==> images/final_clocks.png <==
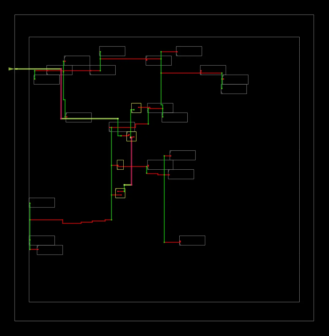
==> images/gate_families.png <==
Drawn at 3 px/µm.
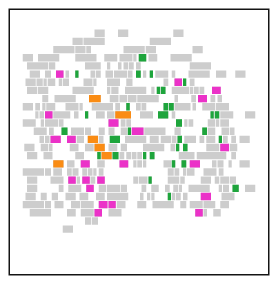
==> images/clock_map.png <==
Drawn at 6 px/µm.
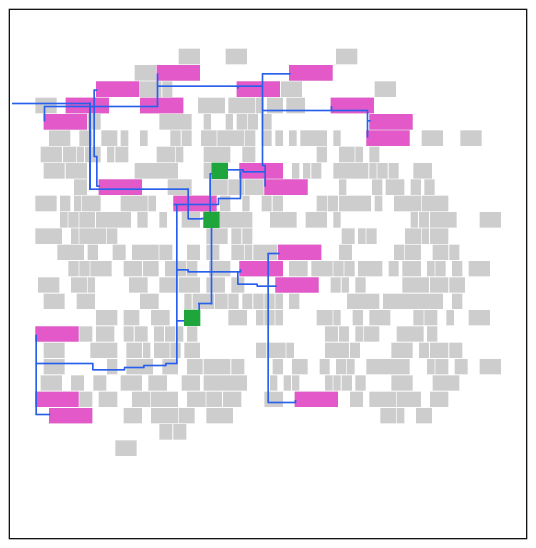
File: src/rtl/vend_ctrl_n.sv
// Parametrised vending controller: coin edge detect, bounded credit, lowest-index
// item arbitration, and greedy one-coin-per-cycle change/refund sequencing.
module vend_ctrl_n #(
    parameter int NUM_ITEMS  = 4,
    parameter int CREDIT_W   = 7,
    parameter int CREDIT_MAX = 95,
    parameter int PRICE_BASE = 35,
    parameter int PRICE_STEP = 15
) (
    input  logic                 Clock,
    input  logic                 Reset,
    input  logic                 Quarters,
    input  logic                 Dimes,
    input  logic                 Nickles,
    input  logic [NUM_ITEMS-1:0] Buy,
    input  logic                 Refund,
    output logic [CREDIT_W-1:0]  Credit,
    output logic [NUM_ITEMS-1:0] Vending,
    output logic                 CoinReject,
    output logic                 QuarterOut,
    output logic                 DimeOut,
    output logic                 NickelOut,
    output logic                 Busy
);

    // state     | meaning
    // ST_IDLE   | accepting coins, buy and refund requests
    // ST_VEND   | one cycle, Vending pulse on selected item
    // ST_CHANGE | returning credit one coin per cycle, largest coin first
    typedef enum logic [1:0] {ST_IDLE, ST_VEND, ST_CHANGE} state_t;

    localparam int XW = CREDIT_W + 1;
    localparam logic [XW-1:0] CMAX_X = XW'(CREDIT_MAX);

    state_t state, next_state;

    logic q_prev, d_prev, n_prev;
    logic q_edge, d_edge, n_edge, coin_any;
    logic [XW-1:0] add_x, sum_x, credit_x;

    logic [CREDIT_W-1:0]  price_tab [NUM_ITEMS];
    logic [CREDIT_W-1:0]  sel_price;
    logic [NUM_ITEMS-1:0] sel_onehot;
    logic                 buy_any;

    logic [CREDIT_W-1:0]  next_credit;
    logic [NUM_ITEMS-1:0] next_vending;
    logic next_reject, next_q, next_d, next_n;

    for (genvar i = 0; i < NUM_ITEMS; i++) begin : g_price
        assign price_tab[i] = CREDIT_W'(PRICE_BASE + i * PRICE_STEP);
    end

    assign q_edge   = Quarters & ~q_prev;
    assign d_edge   = Dimes & ~d_prev;
    assign n_edge   = Nickles & ~n_prev;
    assign coin_any = q_edge | d_edge | n_edge;

    // Extra bit on the add path keeps Credit+25 from wrapping before the limit check.
    assign add_x    = (q_edge ? XW'(25) : '0) + (d_edge ? XW'(10) : '0) + (n_edge ? XW'(5) : '0);
    assign credit_x = {1'b0, Credit};
    assign sum_x    = credit_x + add_x;

    always_comb begin
        sel_onehot = '0;
        sel_price  = '0;
        buy_any    = 1'b0;
        for (int i = NUM_ITEMS - 1; i >= 0; i--) begin
            if (Buy[i]) begin
                sel_onehot    = '0;
                sel_onehot[i] = 1'b1;
                sel_price     = price_tab[i];
                buy_any       = 1'b1;
            end
        end
    end

    always_comb begin
        next_state   = state;
        next_credit  = Credit;
        next_vending = '0;
        next_reject  = 1'b0;
        next_q       = 1'b0;
        next_d       = 1'b0;
        next_n       = 1'b0;
        case (state)
            ST_IDLE: begin
                if (buy_any && (Credit >= sel_price)) begin
                    next_state   = ST_VEND;
                    next_credit  = Credit - sel_price;
                    next_vending = sel_onehot;
                    next_reject  = coin_any;
                end else begin
                    if (sum_x <= CMAX_X) next_credit = sum_x[CREDIT_W-1:0];
                    else                 next_reject = 1'b1;
                    if (Refund && (Credit != '0)) next_state = ST_CHANGE;
                end
            end
            ST_VEND: begin
                next_reject = coin_any;
                next_state  = (Credit != '0) ? ST_CHANGE : ST_IDLE;
            end
            ST_CHANGE: begin
                next_reject = coin_any;
                if (credit_x >= XW'(25)) begin
                    next_q      = 1'b1;
                    next_credit = Credit - CREDIT_W'(25);
                end else if (credit_x >= XW'(10)) begin
                    next_d      = 1'b1;
                    next_credit = Credit - CREDIT_W'(10);
                end else if (credit_x >= XW'(5)) begin
                    next_n      = 1'b1;
                    next_credit = Credit - CREDIT_W'(5);
                end
                if (next_credit == '0) next_state = ST_IDLE;
            end
            default: next_state = ST_IDLE;
        endcase
    end

    always_ff @(posedge Clock) begin
        // History follows the levels even in reset so a held slot is never counted.
        q_prev <= Quarters;
        d_prev <= Dimes;
        n_prev <= Nickles;
        if (Reset) begin
            state      <= ST_IDLE;
            Credit     <= '0;
            Vending    <= '0;
            CoinReject <= 1'b0;
            QuarterOut <= 1'b0;
            DimeOut    <= 1'b0;
            NickelOut  <= 1'b0;
            Busy       <= 1'b0;
        end else begin
            state      <= next_state;
            Credit     <= next_credit;
            Vending    <= next_vending;
            CoinReject <= next_reject;
            QuarterOut <= next_q;
            DimeOut    <= next_d;
            NickelOut  <= next_n;
            Busy       <= (next_state != ST_IDLE);
        end
    end

endmodule

File: config.mk
export PLATFORM = sky130hd
export DESIGN_NAME = vend_ctrl_n
export DESIGN_NICKNAME = d
export VERILOG_FILES = /design/src/rtl/vend_ctrl_n.sv
export SDC_FILE = /design/constraint.sdc
export NUM_CORES = 1
export LEC_CHECK = 0
export CAP_MARGIN = 5
export CORE_AREA = 4 4 82 84
export CTS_BUF_LIST = sky130_fd_sc_hd__clkbuf_4
export CTS_CLUSTER_SIZE = 12
export DETAILED_ROUTE_END_ITERATION = 10
export DIE_AREA = 0 0 86 88
export PLACE_DENSITY = 0.66
export SYNTH_ARGS = -nofsm -noshare
export SYNTH_HDL_FRONTEND = slang
export SYNTH_SLANG_ARGS = --single-unit
File: constraint.sdc
create_clock -name Clock -period 7.5 [get_ports Clock]
set_input_delay 1.125 -clock Clock [delete_from_list [all_inputs] [get_ports Clock]]
set_output_delay 1.125 -clock Clock [all_outputs]
set_load 0.005 [all_outputs]
==> flow_summary_export.csv <==
group,metric,value,unit
outcome,status,"finished clean",
final_timing,setup_viol,0,
global_routing,grt_pass1_vias,2025,
yosys,synth_top_flop_cell,"dfxtp_1",
critical_path,crit_path_start,"Quarters",
yosys,synth_top_area_share,17.8,%
detailed_routing,vias,2186,
clock_network,clk_path_buf_depth,2,
clock_network,worstSkewPairLatency,320,ps
placement,portBuffers,25,
placement,pre_cts_ws,2820,ps
critical_path,worstSetupStartpointType,"primary input",
yosys,avgSynthCellArea,8.10,µm²
clock_network,clock-sinks,21,
floorplan,rows,28,
final_layout,nNetsFinal,340,
critical_path,worst_r2r_path_depth,13,
final_timing,drv_slew,0,
final_timing,slew_headroom,43.2,%
clock_network,clkTransAtPathRegs,140,ps
yosys,yosysTopAreaCell,"dfxtp_1",
detailed_routing,routed_via_density,5.75,
critical_path,worstReg2RegStart,"Credit[0]$_SDFFE_PP0P_",
yosys,synth_stat.cells,292,
detailed_routing,drc,0,
hold_path,hp-start,"state[0]$_SDFF_PP0_",
-- final_clocks.png (at the start) --
CTS Buf Count: 3
flop count: 21

-- gate_families.png (at the start) --
[multiplexers] orange | cells: 6 | most used: mux2i_1
[AND-OR and OR-AND gates] magenta | cells: 22 | most used: a21o_1
[NAND gates] green | cells: 32 | most used: nand2_1

-- clock_map.png (at the start) --
[clock wires] blue | length: 336 µm
[flip-flops] magenta | count: 21
[cells driving clock nets] green | count: 3
routed clock nets: 4

==> worst max path at each step <==
stage | endpoint | slack, ps | depth (start not counted)
finish | Credit[0]$_SDFFE_PP0P_ | 3120 | 14
floorplan | Credit[2]$_SDFFE_PP0P_ | 3610 | 14
detailed placement | Credit[2]$_SDFFE_PP0P_ | 2820 | 14
CTS | Credit[0]$_SDFFE_PP0P_ | 3140 | 14
global placement | Credit[2]$_SDFFE_PP0P_ | 2880 | 14
global route | Credit[0]$_SDFFE_PP0P_ | 2790 | 14
==> layout make-up <==
type | count | area share, %
clock inverters | 1 | 0.190
inverters | 16 | 2.28
well taps | 75 | 3.56
flip-flops and latches | 21 | 16.0
clock buffers | 3 | 0.855
multi-input cells | 239 | 67.6
repair buffers | 25 | 9.50
==> power by group <==
| group | total, µW | switching (µW) | internal [µW] |
|---|---|---|---|
| combinational | 820 | 455 | 364 |
| clock | 60.4 | 40.4 | 20.0 |
| sequential | 215 | 75.2 | 140 |
| total | 1100 | 571 | 524 |
==> registers in the layout, summed over array words and instances, names as in the netlist <==
signal,count
QuarterOut,1
DimeOut,1
q_prev,1
Vending,4
CoinReject,1
Credit,7
d_prev,1
Busy,1
n_prev,1
NickelOut,1
state,2
==> per-layer routing <==
layer  vias up  GRT usage, %  share of wire [%]
met2        74          27.0                 46
met3         6          1.88                7.0
met1      1008          22.4                 46
met4         0          4.46               0.96
li1       1098             -                  -
met5         -             0                  0
==> tightest hold or removal path: stages (launching register included) <==
cell,delay (ps)
dfxtp_1,370
a21oi_1,160
a2111oi_2,70
==> through the flow <==
stage / hold slack, ps / utilization [%] / total power, µW / instance area (µm²)
6_report: 638 / 44.5 / 1100 / 2630
5_1_grt: 696 / 44.5 / 1190 / 2630
4_1_cts: 645 / 44.5 / 1090 / 2630
3_5_place_dp: 624 / 44.0 / 1020 / 2610
3_3_place_gp: 617 / 44.0 / 1020 / 2610
2_1_floorplan: 583 / - / 851 / 2370
==> cells in the mapped netlist, types with 4 or more instances <==
master	number
a211o_1	5
a211oi_1	6
a21o_1	7
a21oi_1	25
a31oi_1	4
and2_1	7
buf_6	5
clkbuf_1	8
dfxtp_1	21
ha_1	22
inv_1	16
mux2i_1	4
nand2_1	15
nand3_1	10
nor2_1	19
nor2b_1	6
nor3_1	10
o21ai_0	17
o21ai_1	4
xnor2_1	14
==> logic make-up (layout without fill, tap and decap cells) <==
logic type / Yosys count / count (layout) / share of synthesized area (%)
buf+inv: 32 / 45 / 6.93
xor+xnor: 15 / 15 / 5.55
mux: 6 / 6 / 2.80
fa+ha+maj: 25 / 25 / 13.7
compound gates: 104 / 104 / 32.8
simple gates: 89 / 89 / 20.4
flops: 21 / 21 / 17.8
No activity file was given, so power comes from the tool's default toggle rates.
